<file path="src/rtl/fifo_push_arbiter.sv">
// fifo_push_arbiter
//   Round-robin arbiter that shares the push side of one fifo among nReq
//   producers. One producer owns the grant at a time. Its words are forwarded
//   as fifo pushes for a burst of up to maxBurst accepted words. Priority then
//   rotates to the requester after the owner.
//
// Ports
//   clk, rst       clock and synchronous active-high reset
//   req            per-requester request; bit i means requester i has a word ready
//   reqData        concatenated words; requester i occupies [i*bW +: bW]
//   ack            one-hot; bit i means requester i's word is pushed this cycle
//   fifoPush       push strobe to the fifo
//   fifoPushData   word being pushed (the owner's slice while granted, else 0)
//   fifoFull       full flag from the fifo
//   grantVld       a requester currently owns the grant
//   grantIdx       index of the current owner (0 when grantVld is low)
//   dbgState       FSM state (0 = IDLE, 1 = GRANT)
//   dbgRrPtr       rotation pointer: where the next arbitration search starts
//   dbgBeatCnt     words accepted so far in the current burst
//
// Handshake: req[i] acts as valid and ack[i] as ready. A word transfers
// on a clock edge only when both are high. A requester keeps req and its
// reqData slice stable until it sees ack. It may drop req only after an ack,
// or before it has been granted. fifoPush is the same transfer seen from the
// fifo side. It never rises while fifoFull is high.

module fifo_push_arbiter #(
    parameter int bW       = 8,
    parameter int nReq     = 4,
    parameter int maxBurst = 4,
    parameter int idxW     = $clog2(nReq),
    parameter int bcW      = $clog2(maxBurst + 1)
) (
    input  logic                clk,
    input  logic                rst,
    input  logic [nReq-1:0]     req,
    input  logic [nReq*bW-1:0]  reqData,
    output logic [nReq-1:0]     ack,
    output logic                fifoPush,
    output logic [bW-1:0]       fifoPushData,
    input  logic                fifoFull,
    output logic                grantVld,
    output logic [idxW-1:0]     grantIdx,
    output logic                dbgState,
    output logic [idxW-1:0]     dbgRrPtr,
    output logic [bcW-1:0]      dbgBeatCnt
);

    localparam logic [0:0] IDLE  = 1'b0;
    localparam logic [0:0] GRANT = 1'b1;

    logic [0:0]      state_q,    state_d;
    logic [idxW-1:0] owner_q,    owner_d;
    logic [idxW-1:0] rr_ptr_q,   rr_ptr_d;
    logic [bcW-1:0]  beat_cnt_q, beat_cnt_d;

    logic            win_found;
    logic [idxW-1:0] win_idx;
    logic            granted;
    logic            owner_req;
    logic            accept;
    logic            last_beat;
    logic [idxW-1:0] owner_next;

    // Search for the first set req bit, starting at rr_ptr_q and wrapping
    // modulo nReq. The candidate index is reduced by subtraction, so nReq
    // does not have to be a power of two.
    always_comb begin
        int cand;
        cand      = 0;
        win_found = 1'b0;
        win_idx   = '0;
        for (int k = 0; k < nReq; k++) begin
            cand = int'(rr_ptr_q) + k;
            if (cand >= nReq) cand = cand - nReq;
            if (!win_found && req[cand]) begin
                win_found = 1'b1;
                win_idx   = idxW'(cand);
            end
        end
    end

    assign granted    = (state_q == GRANT);
    assign owner_req  = req[owner_q];
    assign accept     = granted && owner_req && !fifoFull;
    assign last_beat  = ((beat_cnt_q + bcW'(1)) == bcW'(maxBurst));
    assign owner_next = (owner_q == idxW'(nReq - 1)) ? '0 : owner_q + idxW'(1);

    // Grant-side outputs. Only the owner's ack bit can rise. The data path
    // shows the owner's slice even while stalled on full.
    always_comb begin
        ack          = '0;
        fifoPush     = accept;
        fifoPushData = '0;
        grantVld     = granted;
        grantIdx     = '0;
        if (granted) begin
            ack[owner_q] = accept;
            fifoPushData = reqData[int'(owner_q)*bW +: bW];
            grantIdx     = owner_q;
        end
    end

    always_comb begin
        state_d    = state_q;
        owner_d    = owner_q;
        rr_ptr_d   = rr_ptr_q;
        beat_cnt_d = beat_cnt_q;
        case (state_q)
            IDLE: begin
                // The arbitration cycle never pushes. This costs one bubble per grant.
                if (win_found) begin
                    state_d    = GRANT;
                    owner_d    = win_idx;
                    beat_cnt_d = '0;
                end
            end
            GRANT: begin
                if (!owner_req || (accept && last_beat)) begin
                    // Release. The owner competes again from the back of the rotation.
                    state_d    = IDLE;
                    beat_cnt_d = '0;
                    rr_ptr_d   = owner_next;
                end else if (accept) begin
                    beat_cnt_d = beat_cnt_q + bcW'(1);
                end
                // Otherwise the fifo is full: hold the grant and the beat count.
            end
            default: begin
                state_d = IDLE;
            end
        endcase
    end

    always_ff @(posedge clk) begin
        if (rst) begin
            state_q    <= IDLE;
            owner_q    <= '0;
            rr_ptr_q   <= '0;
            beat_cnt_q <= '0;
        end else begin
            state_q    <= state_d;
            owner_q    <= owner_d;
            rr_ptr_q   <= rr_ptr_d;
            beat_cnt_q <= beat_cnt_d;
        end
    end

    assign dbgState   = state_q[0];
    assign dbgRrPtr   = rr_ptr_q;
    assign dbgBeatCnt = beat_cnt_q;

endmodule

</file>
<file path="config.mk">
export PLATFORM = sky130hd
export DESIGN_NAME = fifo_push_arbiter
export DESIGN_NICKNAME = d
export VERILOG_FILES = /design/src/rtl/fifo_push_arbiter.sv
export SDC_FILE = /design/constraint.sdc
export NUM_CORES = 1
export LEC_CHECK = 0
export ABC_AREA = 1
export CORE_ASPECT_RATIO = 0.8
export CORE_MARGIN = 8
export CORE_UTILIZATION = 37
export CTS_BUF_LIST = sky130_fd_sc_hd__clkbuf_4 sky130_fd_sc_hd__clkbuf_8
export CTS_CLUSTER_DIAMETER = 80
export CTS_CLUSTER_SIZE = 25
export DETAILED_ROUTE_END_ITERATION = 7
export PLACE_DENSITY_LB_ADDON = 0.25
export SETUP_SLACK_MARGIN = 0.02
export SLEW_MARGIN = 20
export SYNTH_ARGS = -nofsm -noshare
export SYNTH_HDL_FRONTEND = slang
export SYNTH_SLANG_ARGS = --single-unit
</file>
<file path="constraint.sdc">
create_clock -name clk -period 1.8 [get_ports clk]
set_input_delay 0.54 -clock clk [delete_from_list [all_inputs] [get_ports clk]]
set_output_delay 0.54 -clock clk [all_outputs]
set_load 0.02 [all_outputs]
</file>
Fig. 1: run 1, met2 routing
The bar under the picture is 20 um long.
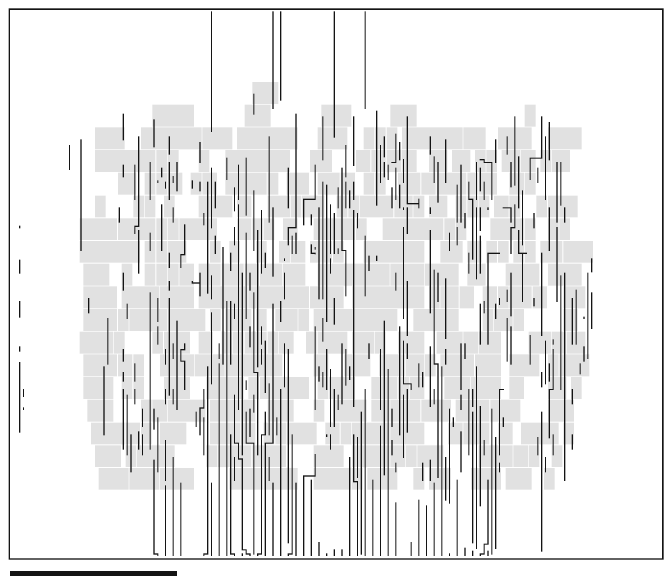
nets with wire on the layer: 256
main direction: vertical
longest straight run: 30.4 um
share of all routed wire: 50%
met2 Use GR: 0.2580
WL final: 3939 um

Fig. 2: run 1, congestion heat map
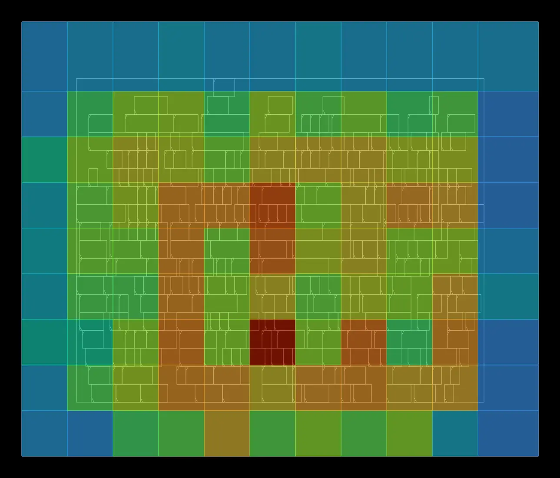
total track usage: 0.1442
routed wire length per instance: 12.27 um
GRT busiest layer: met2

==> changes_impl.md, run 1 <==
## Flow update

- Multi-In Gates: 158
- Top Layout Cells: 38 x nor2_1, 36 x nand2_1, 20 x buf_4
- Combinational power share: 0.823
- Reg area: 168.9 um^2
- Max_cap viols: 0
- Failing checks: negative setup slack
- DP Worst Slack: -1006 ps
- Met3 GRT Util: 0.03134
- Final nets: 328
- Fin. Hold Viols: 0
- Non-clock inverters: 27
- Dpl cell area: 1958 um^2
- CTS sink count: 8
- Area Overhead vs Synth: 87.29%
- Pint: 1.559 mW
- Die width: 78.13 um
- Layout fillers: 258
- Slowest cell on crit path: clkdlybuf4s50_1
- RR Endpoint: dbgBeatCnt[1]$_SDFFE_PP0P_
- Largest net degree at the start of global routing: 21
- Signal buffers share of area: 0.3883
- CP required: 1260 ps
- Leak pwr: 1.096 nW
- Post-synth EDFFs: 0
- Unrepaired setup endpoints after global routing: true
- Final Total Pwr: 3.142 mW
- # H-tree levels: 1
- FMAX: 526.3 MHz
- Final setup margin: -100.2 ps
- Max Transition Viols Final: 0
- Clock share of power: 0.069
- Tmin final: 1900 ps
- Top cell excl fill/tap: nor2_1
- Seq/Total Area, Yosys: 0.1402
- Adder Area Share: 0.06572
- Logic share of the area: 0.4392
- Rows: 18
- Worst-margin pin slew: 377.2 ps
- Reg2Reg Depth: 12
- Core box area: 3018 um^2
- Clock tree buffer depth: 2
- Via count: 1488
- Cts bufs inserted: 3
- Final GP Congestion: 0.8020
- Most common library cells after synthesis: 47 x nor2_1, 38 x nand2_1, 23 x inv_1, 20 x o21ai_0
- # Cells Yosys: 202
- CTS root buf: clkbuf_8
- Syn avg cell area: 5.655 um^2
- Compound-Gate Fraction of Synth Area: 0.1709
- Crit path arrival time: 1360 ps
- Mapped Cells: 202
- Worst path max stage delay: 460 ps
- Max-area cell share: 0.1544
- WL met2: 1971 um
- Skew-Pair Late Insertion Delay: 230 ps
- CP Buf/Inv Count: 2
- CTS tree: done
- Clock transition at the registers of the reported paths: 40 ps
- Max Used Layer: met4
- Initial DRC Count: 89
- Post-synthesis cell type count: 24
- Met1 wire length: 1756 um
- CLK BUF: 3
- Die Span Y: 65.70 um
- Antenna-violating nets left: 0
- M1 GR Usage: 0.1714
- Biggest consumer: combinational logic
- Element type at the critical path start: primary input
- Async S/R FF share, synth: 0
- R2r setup slk: 150 ps
- Critical Path Fanout Max: 1
- Switching power: 1.583 mW
- Post-synthesis register bit count: 8
- Top_reg_cell synth: dfxtp_1
- Final HPWL from detailed placement: 3049 um
- CP Cell Sequence: clkdlybuf4s50_1 > o21ai_1 > a21oi_2 > buf_6
- Worst vdd ir: 829.2 uV
- Status: finished with violations
- Hold Crit Start: dbgBeatCnt[0]$_SDFFE_PP0P_
- Hold WC Path Type: reg2reg
- Wire length on met3: 171 um
- Switch share: 0.5038
- Final setup vio count: 12
- Final std cells w/o fill: 321
- First-pass GRT wire length: 6175 um
- Reg-to-Reg Start: owner_q[0]$_SDFFE_PP0P_
- Crit. path cell count: 4
- Area of the die: 5133 um^2
- Residual DRC count: 0
- CP Launch Point: reqData[30]
- Post-synth top area cell: nor2_1
- Hold endpoint: dbgBeatCnt[0]$_SDFFE_PP0P_
- P_clk: 216 uW
- Initial antenna violation count: 0
- Share of cells above drive strength 1: 0.3488
- Count of plain and timing-repair buffers: 85
- Syn nets: 247
- Num tapcells: 40
- Slew HR: 0.7459
- Power per Cell Area: 1469 nW/um^2
- Clock Skew: 0.9250 ps
- # port buffers: 60
- Biggest Area Class: combinational gates
- Finished Cell Area: 2140 um^2
- Seq cells: 8
- Synth logic family: simple AND/OR/NAND/NOR gates
- Inst Count DP: 313
- Synth warn: 0
- Vias in the first global route: 1360
- MI comb area: 939.7 um^2
- Post-route clock period utilization: 1.056
- XOR/XNOR Area Share: 0
- Antenna cells: 0
- Post-synthesis mux area share: 0
- Register share of total power: 0.109
- Yosys top cell by instances: nor2_1
- Vias per cell: 4.636
- Flip-flop and latch share of the layout cell area: 0.07895
- Crit path to: fifoPushData[6]
- Grt ovf: 0
- FP Core Util: 0.3785
- Tool warnings: 31
- Crit. End Element: output pin
- Yosys stat area: 1142 um^2
- Min-Delay Path Depth: 2
- Basic Gates by Area: 0.4852
- Util after Layout: 0.7090
- Kind of critical path: in2out
- Critical path's top delay family: buffers and inverters
- Comb. pwr: 2.59 mW
- Flop+latch power: 342 uW
- Num ports: 61
- Clk cell area share: 0.01930
Fig. 3: run 1, the metal 1 layer
The bar under the picture is 20 um long. Supply wires on this layer in grey.
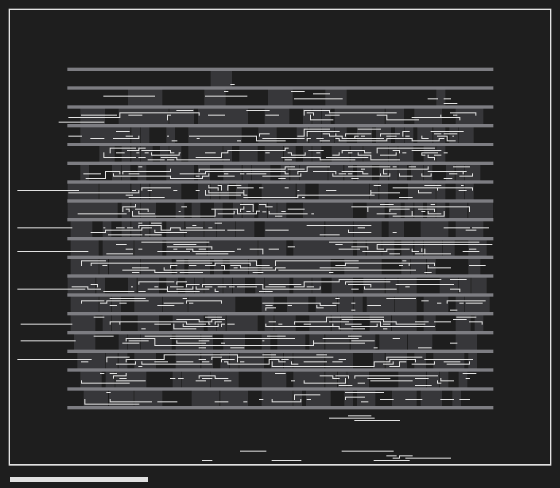
longest straight run: 23.0 um
share of all routed wire: 45%
nets with wire on the layer: 295

Fig. 4: run 1, close-up of the layout
The bar under the picture is 10 um long. Region (19, 0) to (59, 40) um. Cells in grey, sequential cells in the stronger grey; small squares are vias.
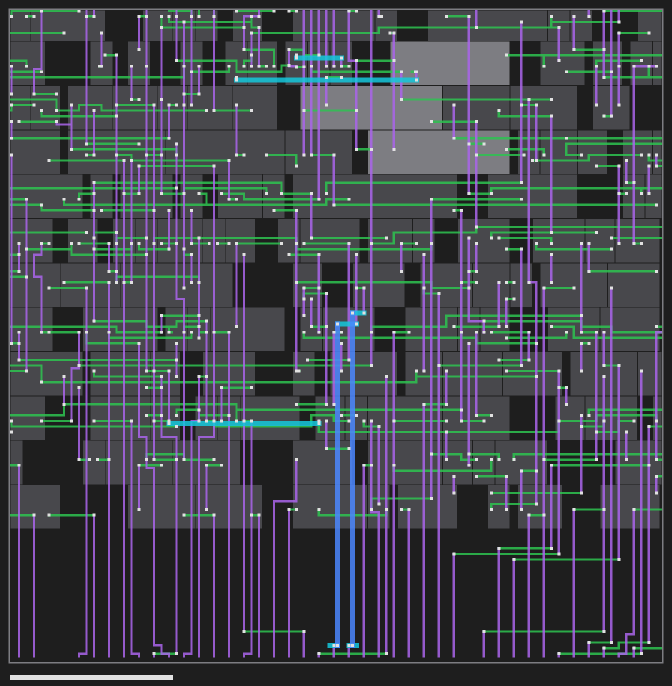
| colour | layer |
|---|---|
| purple | metal 2 |
| green | metal 1 |
| blue | metal 4 |
| cyan | metal 3 |
most frequent: nor2_1 (19), buf_6 (11)
cells with their middle in the window: 130
netlist names of flops here include: owner_q (2), dbgRrPtr (1)
sequential cells in the window: 3

[run 1: metrics by stage]
stage          hold WS (ps)  setup TNS, ps
3_3_place_gp          513.4         -12870
6_report              522.9          -1050
3_5_place_dp          522.3         -13210
5_1_grt               543.6          -1655
4_1_cts               530.1          -1868
2_1_floorplan         583.1              0
[run 1: timing repair]
action                     in CTS  in global routing
cloned                          1                  0
hold buffers                    0                  0
setup buffers                   2                  3
setup endpoints to repair      24                 16
resized                       140                 26
pin swaps                      12                 23
[run 1: state kept, by name, indices dropped and copies added, names as in the netlist]
register / cells
owner_q: 2
dbgBeatCnt: 3
dbgRrPtr: 2
dbgState: 1
[run 1: worst min-delay path, stage by stage, from the launching register on]
cell,delay [ps]
dfxtp_1,320
nor2_1,110
nor2_1,50
Fig. 5: run 1, sizing map
The bar under the picture is 20 um long.
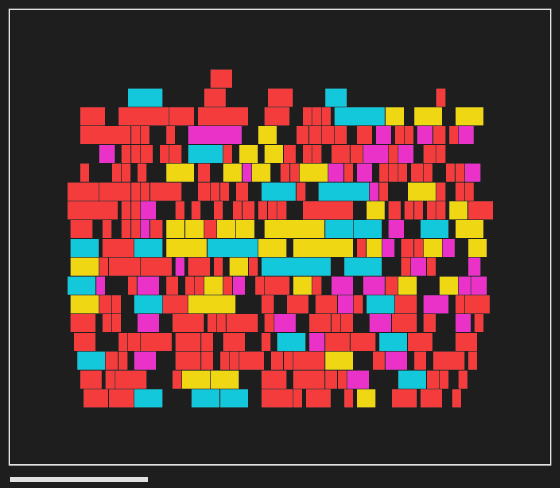

==> inputs of run 2 (changes only) <==
--- a/config.mk
+++ b/config.mk
@@ -19,3 +19,4 @@
 export SYNTH_ARGS = -nofsm -noshare
 export SYNTH_HDL_FRONTEND = slang
 export SYNTH_SLANG_ARGS = --single-unit
+export TNS_END_PERCENT = 5
==> constraint.sdc (replaced) <==
create_clock -name clk -period 1.7 [get_ports clk]
set_input_delay 0.51 -clock clk [delete_from_list [all_inputs] [get_ports clk]]
set_output_delay 0.51 -clock clk [all_outputs]
set_load 0.02 [all_outputs]
Fig. 6: run 2, sizing map
The bar under the picture is 20 um long.
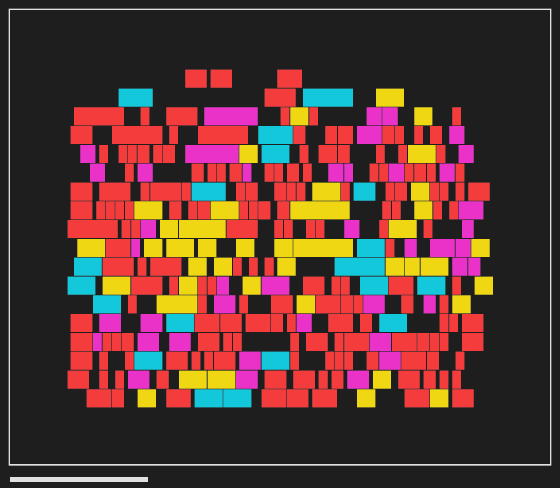
| colour | size | cells | share |
|---|---|---|---|
| yellow | _3 and _4 cells | 41 | 15% |
| magenta | _2 cells | 42 | 15% |
| red | _0 and _1 cells | 179 | 64% |
| cyan | _6 and larger | 19 | 6.8% |

==> run 2 against run 1 <==
The run still ends with negative setup slack left. Non-clock buffer count unchanged. Worst hold slack worse by 5.5 ps. Die area unchanged. Cell count unchanged. Combinational power about the same. Largest power group unchanged.
==> changes_impl.md, run 2 <==
## Flow update

- Status: finished with violations
- Failing checks: negative setup slack
- Share of cells above drive strength 1: 0.3630 (+0.01423)
- Antenna-violating nets left: 0 (unchanged)
- Worst-margin pin slew: 362.8 ps (-14.40 ps)
- Final setup margin: -176.0 ps (-75.82 ps)
- Top cell excl fill/tap: nor2_1
- Util after Layout: 0.6886 (-0.02031)
- Core box area: 3018 um^2 (unchanged)
- Pint: 1.553 mW (-0.40%)
- Leak pwr: 1.071 nW (-2.3%)
- Max reg flops: 3 (unchanged)
- Die width: 78.13 um (unchanged)
- Top_reg_cell synth: dfxtp_1
- Yosys stat area: 1142 um^2 (unchanged)
- Clock tree buffer depth: 2 (unchanged)
- Syn avg cell area: 5.655 um^2 (unchanged)
- Seq cells: 8 (unchanged)
- Mapped Cells: 202 (unchanged)
- GRT busiest layer: met2
- Largest net degree at the start of global routing: 21 (unchanged)
- Hold endpoint: dbgBeatCnt[0]$_SDFFE_PP0P_
- Final nets: 328 (unchanged)
- Biggest Area Class: combinational gates
- Vias in the first global route: 1428 (+5.0%)
- Switch share: 0.5121 (+0.008355)
- Max-area cell share: 0.1544 (unchanged)
- Finished Cell Area: 2078 um^2 (-2.9%)
- Vias per cell: 4.530 (-2.3%)
- WL final: 3833 um (-2.7%)
- Post-route clock period utilization: 1.104
- Reg area: 170.2 um^2 (+0.74%)
- CP Launch Point: owner_q[0]$_SDFFE_PP0P_
- Reg2Reg Depth: 10 (-2)
- Non-clock inverters: 27 (unchanged)
- Total track usage: 0.1544 (+0.01020)
- Num tapcells: 40 (unchanged)
- Clk cell area share: 0.01987 (+0.0005693)
- Worst hold slack: 517.4 ps (-5.493 ps)
- FP Core Util: 0.3785 (unchanged)
- Max Used Layer: met4
- Crit path to: ack[3]
- # port buffers: 60 (unchanged)
- Via count: 1454 (-2.3%)
- CTS sink count: 8 (unchanged)
- Tool warnings: 31 (unchanged)
- Register share of total power: 0.115 (+0.006)
- Seq/Total Area, Yosys: 0.1402 (unchanged)
- Rows: 18 (unchanged)
- Signal buffers share of area: 0.3697 (-0.01865)
- Post-synth top area cell: nor2_1
- Yosys top cell by instances: nor2_1
- # H-tree levels: 1 (unchanged)
- Routed wire length per instance: 11.94 um (-2.7%)
- Combinational power share: 0.813 (-0.010)
- Crit path arrival time: 1370 ps (about the same)
- WL met2: 1990 um (+0.96%)
- Clock Skew: 4.746 ps (+3.821 ps)
- Biggest consumer: combinational logic
- First-pass GRT wire length: 6679 um (+8.2%)
- Antenna cells: 0 (unchanged)
- Max_cap viols: 0 (unchanged)
- Layout fillers: 278 (+7.8%)
- Num ports: 61 (unchanged)
- Slew HR: 0.7556 (+0.009701)
- RR Endpoint: dbgRrPtr[1]$_SDFFE_PP0P_
- Grt ovf: 0 (unchanged)
- Post-CTS Hold Fix Bufs: 0 (unchanged)
- Final Total Pwr: 3.183 mW (+1.3%)
- Most common library cells after synthesis: 47 x nor2_1, 38 x nand2_1, 23 x inv_1, 20 x o21ai_0
- Unrepaired setup endpoints after global routing: true
- # Cells Yosys: 202 (unchanged)
- Final HPWL from detailed placement: 3129 um (+2.6%)
- Element type at the critical path start: flip-flop
- Worst vdd ir: 839.1 uV (+1.2%)
- Dpl cell area: 1996 um^2 (+1.9%)
- CLK BUF: 3 (unchanged)
- Post-synth EDFFs: 0 (unchanged)
- Skew-Pair Late Insertion Delay: 230 ps (about the same)
- Hold WC Path Type: reg2reg
- Final std cells w/o fill: 321 (unchanged)
- MI comb area: 939.7 um^2 (unchanged)
- Final setup vio count: 13 (+1)
- Reg-to-Reg Start: owner_q[0]$_SDFFE_PP0P_
- DP Worst Slack: -1025 ps (-18.82 ps)
- Die Span Y: 65.70 um (unchanged)
- Hold Crit Start: dbgBeatCnt[0]$_SDFFE_PP0P_
- P_clk: 231 uW (+7%)
- TNS Setup: -1717 ps (-667.0 ps)
- Clock share of power: 0.073 (+0.004)
- R2r setup slk: 200 ps (+50 ps)
- CTS root buf: clkbuf_8
- Synth warn: 0 (unchanged)
- Logic share of the area: 0.4521 (+0.01296)
- Wire length on met3: 132 um (-23%)
- Comb. pwr: 2.59 mW (about the same)
- Met1 wire length: 1694 um (-3.5%)
- Flip-flop and latch share of the layout cell area: 0.08188 (+0.002931)
- Initial antenna violation count: 0 (unchanged)
- Min-Delay Path Depth: 2 (unchanged)
- Syn nets: 247 (unchanged)
- M1 GR Usage: 0.1845 (+0.01316)
- Post-synthesis register bit count: 8 (unchanged)
- Router iterations before antenna repair: 4
- Power per Cell Area: 1532 nW/um^2 (+4.3%)
- Met2 Use GR: 0.2817 (+0.02374)
- Max Transition Viols Final: 0 (unchanged)
- Switching power: 1.630 mW (+3.0%)
- Area Overhead vs Synth: 81.93%
- Tmin final: 1876 ps
- Clock transition at the registers of the reported paths: 40 ps (about the same)
- Crit. End Element: output pin
- Cts bufs inserted: 3 (unchanged)
- Residual DRC count: 0 (unchanged)
- Kind of critical path: reg2out
- Final GP Congestion: 0.8329 (+3.9%)
- Post-synthesis cell type count: 24 (unchanged)
- CTS tree: done
- Critical Path Fanout Max: 6 (+5)
- Count of plain and timing-repair buffers: 85 (unchanged)
- Initial DRC Count: 67 (-25%)
- Fin. Hold Viols: 0 (unchanged)
- Flop+latch power: 365 uW (+6.7%)
- Multi-In Gates: 158 (unchanged)
- Area of the die: 5133 um^2 (unchanged)
- Async S/R FF share, synth: 0 (unchanged)
- Met3 GRT Util: 0.03270 (+0.001362)
- CP required: 1190 ps (-70 ps)
- Top Layout Cells: 40 x nor2_1, 35 x nand2_1, 24 x dlygate4sd2_1, 24 x buf_4, 20 x inv_1
- Inst Count DP: 316 (+0.96%)
- FMAX: 533.0 MHz
Fig. 7: run 2, met2 routing
The bar under the picture is 20 um long.
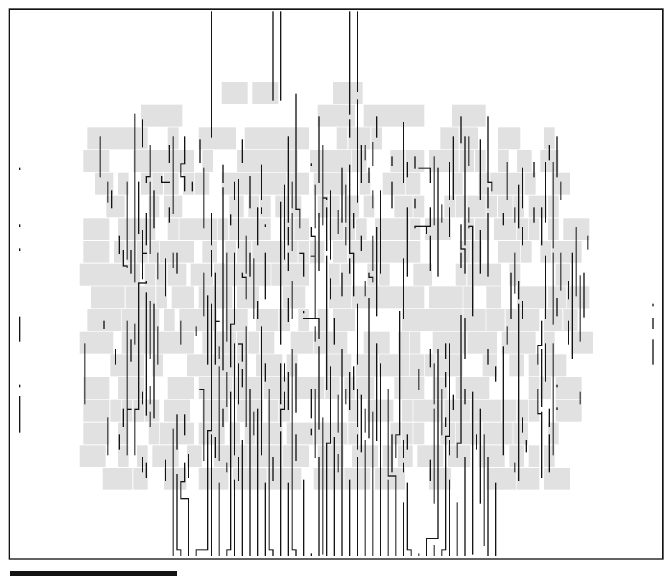
nets with wire on the layer: 246
wire length on this layer: 1990 um
main direction: vertical
share of all routed wire: 52%

[run 2: cell counts after synthesis]
No cell type changed its count.
[run 2: kinds of logic (layout without fill, tap and decap cells)]
| family | Yosys count | in the layout | synth area share |
|---|---|---|---|
| compound gates | 34 | 34 | 0.1709 |
| buf+inv | 36 | 115 | 0.1380 |
| flops | 8 | 8 | 0.1402 |
| fa+ha+maj | 6 | 6 | 0.06572 |
| simple gates | 118 | 118 | 0.4852 |
[run 2: repair_timing]
item                       in CTS  in global routing
setup endpoints to repair      28                 21
setup buffers                   2                  0
pin swaps                      36                 13
resized                       148                 16
[run 2: worst max-delay path: stages, from the launching register on]
cell and delay [ps]:
dfxtp_4 390, nand2_1 80, nand3_2 100, nand2_4 60, nor2_4 140, nand2_4 130
nor2_4 120, buf_6 120
Fig. 8: run 2, close-up of the layout
The bar under the picture is 10 um long. Region (19, 0) to (59, 40) um. Cells in grey, sequential cells in the stronger grey; small squares are vias.
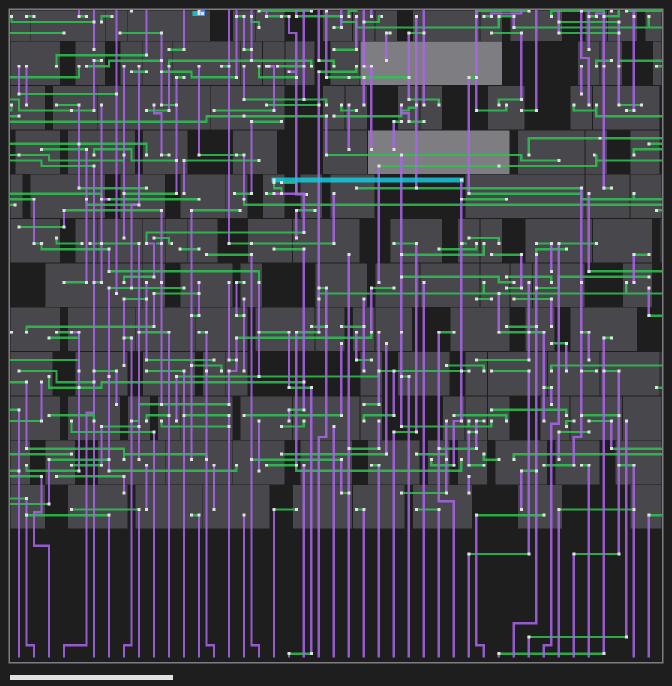

==> inputs of run 3 (changes only) <==
--- a/config.mk
+++ b/config.mk
@@ -14,6 +14,7 @@
 export CTS_CLUSTER_SIZE = 25
 export DETAILED_ROUTE_END_ITERATION = 7
 export PLACE_DENSITY_LB_ADDON = 0.25
+export REMOVE_ABC_BUFFERS = 1
 export SETUP_SLACK_MARGIN = 0.02
 export SLEW_MARGIN = 20
 export SYNTH_ARGS = -nofsm -noshare
Fig. 9: run 3, close-up of the layout
The bar under the picture is 10 um long. Region (19, 0) to (59, 40) um. Cells in grey, sequential cells in the stronger grey; small squares are vias.
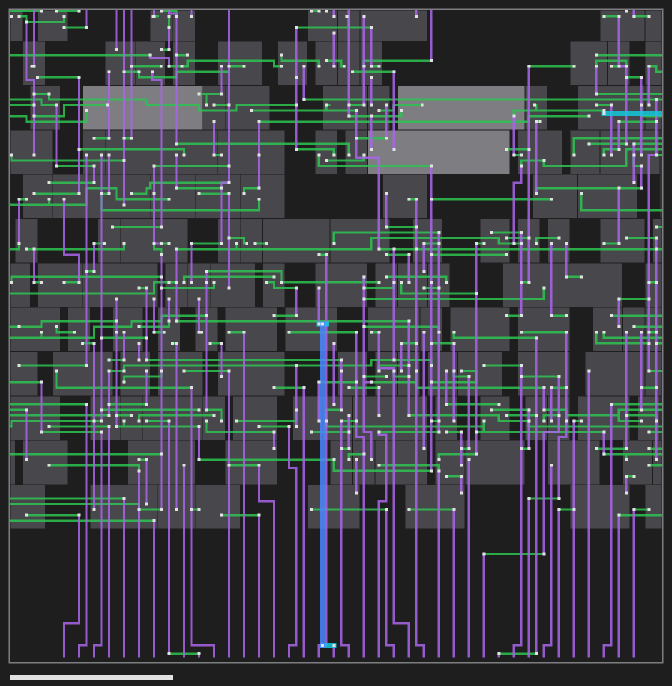
| colour | layer |
|---|---|
| blue | metal 4 |
| cyan | metal 3 |
| green | metal 1 |
| purple | metal 2 |
netlist names of flops here include: owner_q (2), dbgState (1)
sequential cells in the window: 3
cells with their middle in the window: 129
most frequent: nor2_1 (23), buf_4 (20)

Fig. 10: run 3, the metal 1 layer
The bar under the picture is 20 um long. Supply wires on this layer in grey.
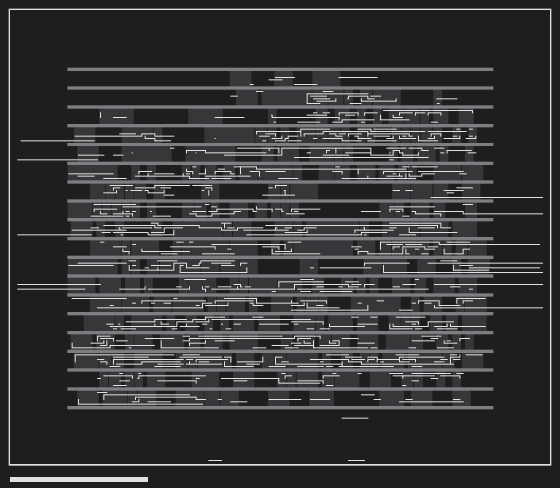
share of all routed wire: 49%
longest straight run: 24.8 um
main direction: horizontal
M1 GR Usage: 0.1917
via count: 1479

==> run 3 against run 2 <==
The flow still finishes with violations (negative setup slack). Power decreased by 7.8%. Die area did not move. Wire length is 1.4% lower. Final area shrank 5.7%. Via count up 1.7%. Clock power hardly changed. Critical path depth fell by 3. Global-route usage down 0.76 points. Worst hold slack gained 20 ps. Highest routed layer unchanged. Cell count down 0.62%. Combinational power fell by 9.3%.
==> changes_impl.md, run 3 <==
## Flow update

- Status: finished with violations
- Failing checks: negative setup slack
- Area Overhead vs Synth: 71.63%
- TNS Setup: -1539 ps (+178.2 ps)
- FP Core Util: 0.3785 (unchanged)
- Crit. path cell count: 4 (-3)
- Routed wire length per instance: 11.85 um (-0.76%)
- Core box area: 3018 um^2 (unchanged)
- Met3 GRT Util: 0.03815 (+0.005450)
- Final setup vio count: 13 (unchanged)
- Tmin final: 1864 ps (-12.24 ps)
- Post-synthesis cell type count: 24 (unchanged)
- Layout fillers: 310 (+12%)
- Met1 wire length: 1843 um (+8.8%)
- Post-route clock period utilization: 1.096 (-0.007199)
- Max Transition Viols Final: 0 (unchanged)
- Initial antenna violation count: 0 (unchanged)
- Worst hold slack: 537.6 ps (+20.17 ps)
- Router iterations before antenna repair: 4 (unchanged)
- CTS tree: done
- CP Buf/Inv Count: 2 (+1)
- Total track usage: 0.1468 (-0.007637)
- Mapped Cells: 202 (unchanged)
- Critical Path Fanout Max: 1 (-5)
- Final std cells w/o fill: 319 (-0.62%)
- WL final: 3780 um (-1.4%)
- Top cell excl fill/tap: nor2_1
- Crit path arrival time: 1350 ps (-20 ps)
- Wire length on met3: 162 um (+23%)
- Max Used Layer: met4
- Final nets: 326 (-0.61%)
- Power per Cell Area: 1497 nW/um^2 (-2.3%)
- Signal buffers share of area: 0.3676 (-0.002076)
- Post-synthesis register bit count: 8 (unchanged)
- Fin. Hold Viols: 0 (unchanged)
- Element type at the critical path start: primary input
- First-pass GRT wire length: 6313 um (-5.5%)
- Reg2Reg Depth: 12 (+2)
- Final setup margin: -163.8 ps (+12.24 ps)
- CP Cell Sequence: clkdlybuf4s50_1 > o21ai_1 > a21oi_1 > buf_4
- FMAX: 536.5 MHz (+0.66%)
- Slowest cell on crit path: clkdlybuf4s50_1
- Yosys stat area: 1142 um^2 (unchanged)
- Util after Layout: 0.6497 (-0.03897)
- Flip-flop and latch share of the layout cell area: 0.08424 (+0.002359)
- Seq/Total Area, Yosys: 0.1402 (unchanged)
- CTS sink count: 8 (unchanged)
- Final GP Congestion: 0.8503 (+2.1%)
- Tool warnings: 30 (-3.2%)
- Crit. End Element: output pin
- Die width: 78.13 um (unchanged)
- Critical path's top delay family: buffers and inverters
- Worst path max stage delay: 450 ps (+60 ps)
- Clock tree buffer depth: 2 (unchanged)
- Hold endpoint: dbgBeatCnt[0]$_SDFFE_PP0P_
- Top_reg_cell synth: dfxtp_1
- Synth warn: 0 (unchanged)
- Worst vdd ir: 850.7 uV (+1.4%)
- Post-CTS Hold Fix Bufs: 0 (unchanged)
- DP Worst Slack: -1008 ps (+16.52 ps)
- R2r setup slk: 160 ps (-40 ps)
- RR Endpoint: dbgRrPtr[0]$_SDFFE_PP0P_
- Multi-In Gates: 158 (unchanged)
- CLK BUF: 3 (unchanged)
- Clock transition at the registers of the reported paths: 40 ps (about the same)
- Max reg flops: 3 (unchanged)
- Logic share of the area: 0.4461 (-0.006062)
- Largest net degree at the start of global routing: 21 (unchanged)
- Yosys top cell by instances: nor2_1
- Area of the die: 5133 um^2 (unchanged)
- Vias in the first global route: 1335 (-6.5%)
- Kind of critical path: in2out
- Hold WC Path Type: reg2reg
- WL met2: 1754 um (-12%)
- Post-synth top area cell: nor2_1
- Count of plain and timing-repair buffers: 83 (-2.4%)
- Non-clock inverters: 27 (unchanged)
- CP Launch Point: reqData[26]
- Max-area cell share: 0.1544 (unchanged)
- Final Total Pwr: 2.934 mW (-7.8%)
- Residual DRC count: 0 (unchanged)
- Slew HR: 0.7417 (-0.01394)
- Num ports: 61 (unchanged)
- Async S/R FF share, synth: 0 (unchanged)
- Antenna cells: 0 (unchanged)
- Initial DRC Count: 38 (-43%)
- # H-tree levels: 1 (unchanged)
- Biggest Area Class: combinational gates
- Dpl cell area: 1907 um^2 (-4.5%)
- # port buffers: 60 (unchanged)
- Skew-Pair Late Insertion Delay: 230 ps (about the same)
- Rows: 18 (unchanged)
- Hold Crit Start: dbgBeatCnt[0]$_SDFFE_PP0P_
- Worst-margin pin slew: 383.4 ps (+20.69 ps)
- Grt ovf: 0 (unchanged)
- Antenna-violating nets left: 0 (unchanged)
- Inst Count DP: 315 (-0.32%)
- Clk cell area share: 0.02106 (+0.001192)
- Most common library cells after synthesis: 47 x nor2_1, 38 x nand2_1, 23 x inv_1, 20 x o21ai_0
- CP required: 1190 ps (about the same)
- Seq cells: 8 (unchanged)
- Min-Delay Path Depth: 2 (unchanged)
## run 3: cell counts after synthesis
No cell type changed its count.
## run 3: timing repair
| item | 4_1_cts | 5_1_grt |
|---|---|---|
| setup buffers | 0 | 1 |
| endpoints found under the setup margin | 30 | 16 |
| resized | 141 | 15 |
| pin swaps | 36 | 11 |
## run 3: power by group
part           internal [mW]  leakage (nW)  switching, mW
registers              0.272        0.0670         0.0824
logic                  0.993         0.942           1.36
clock network          0.153        0.0216         0.0748
## run 3: kinds of logic after synthesis
| group | share of synthesized area |
|---|---|
| AND/OR/NAND/NOR | 0.4852 |
| flip-flops | 0.1402 |
| adder cells (fa/ha/maj) | 0.06572 |
| AND-OR/OR-AND | 0.1709 |
| buffers and inverters | 0.1380 |
Power and IR drop assume default switching activity.
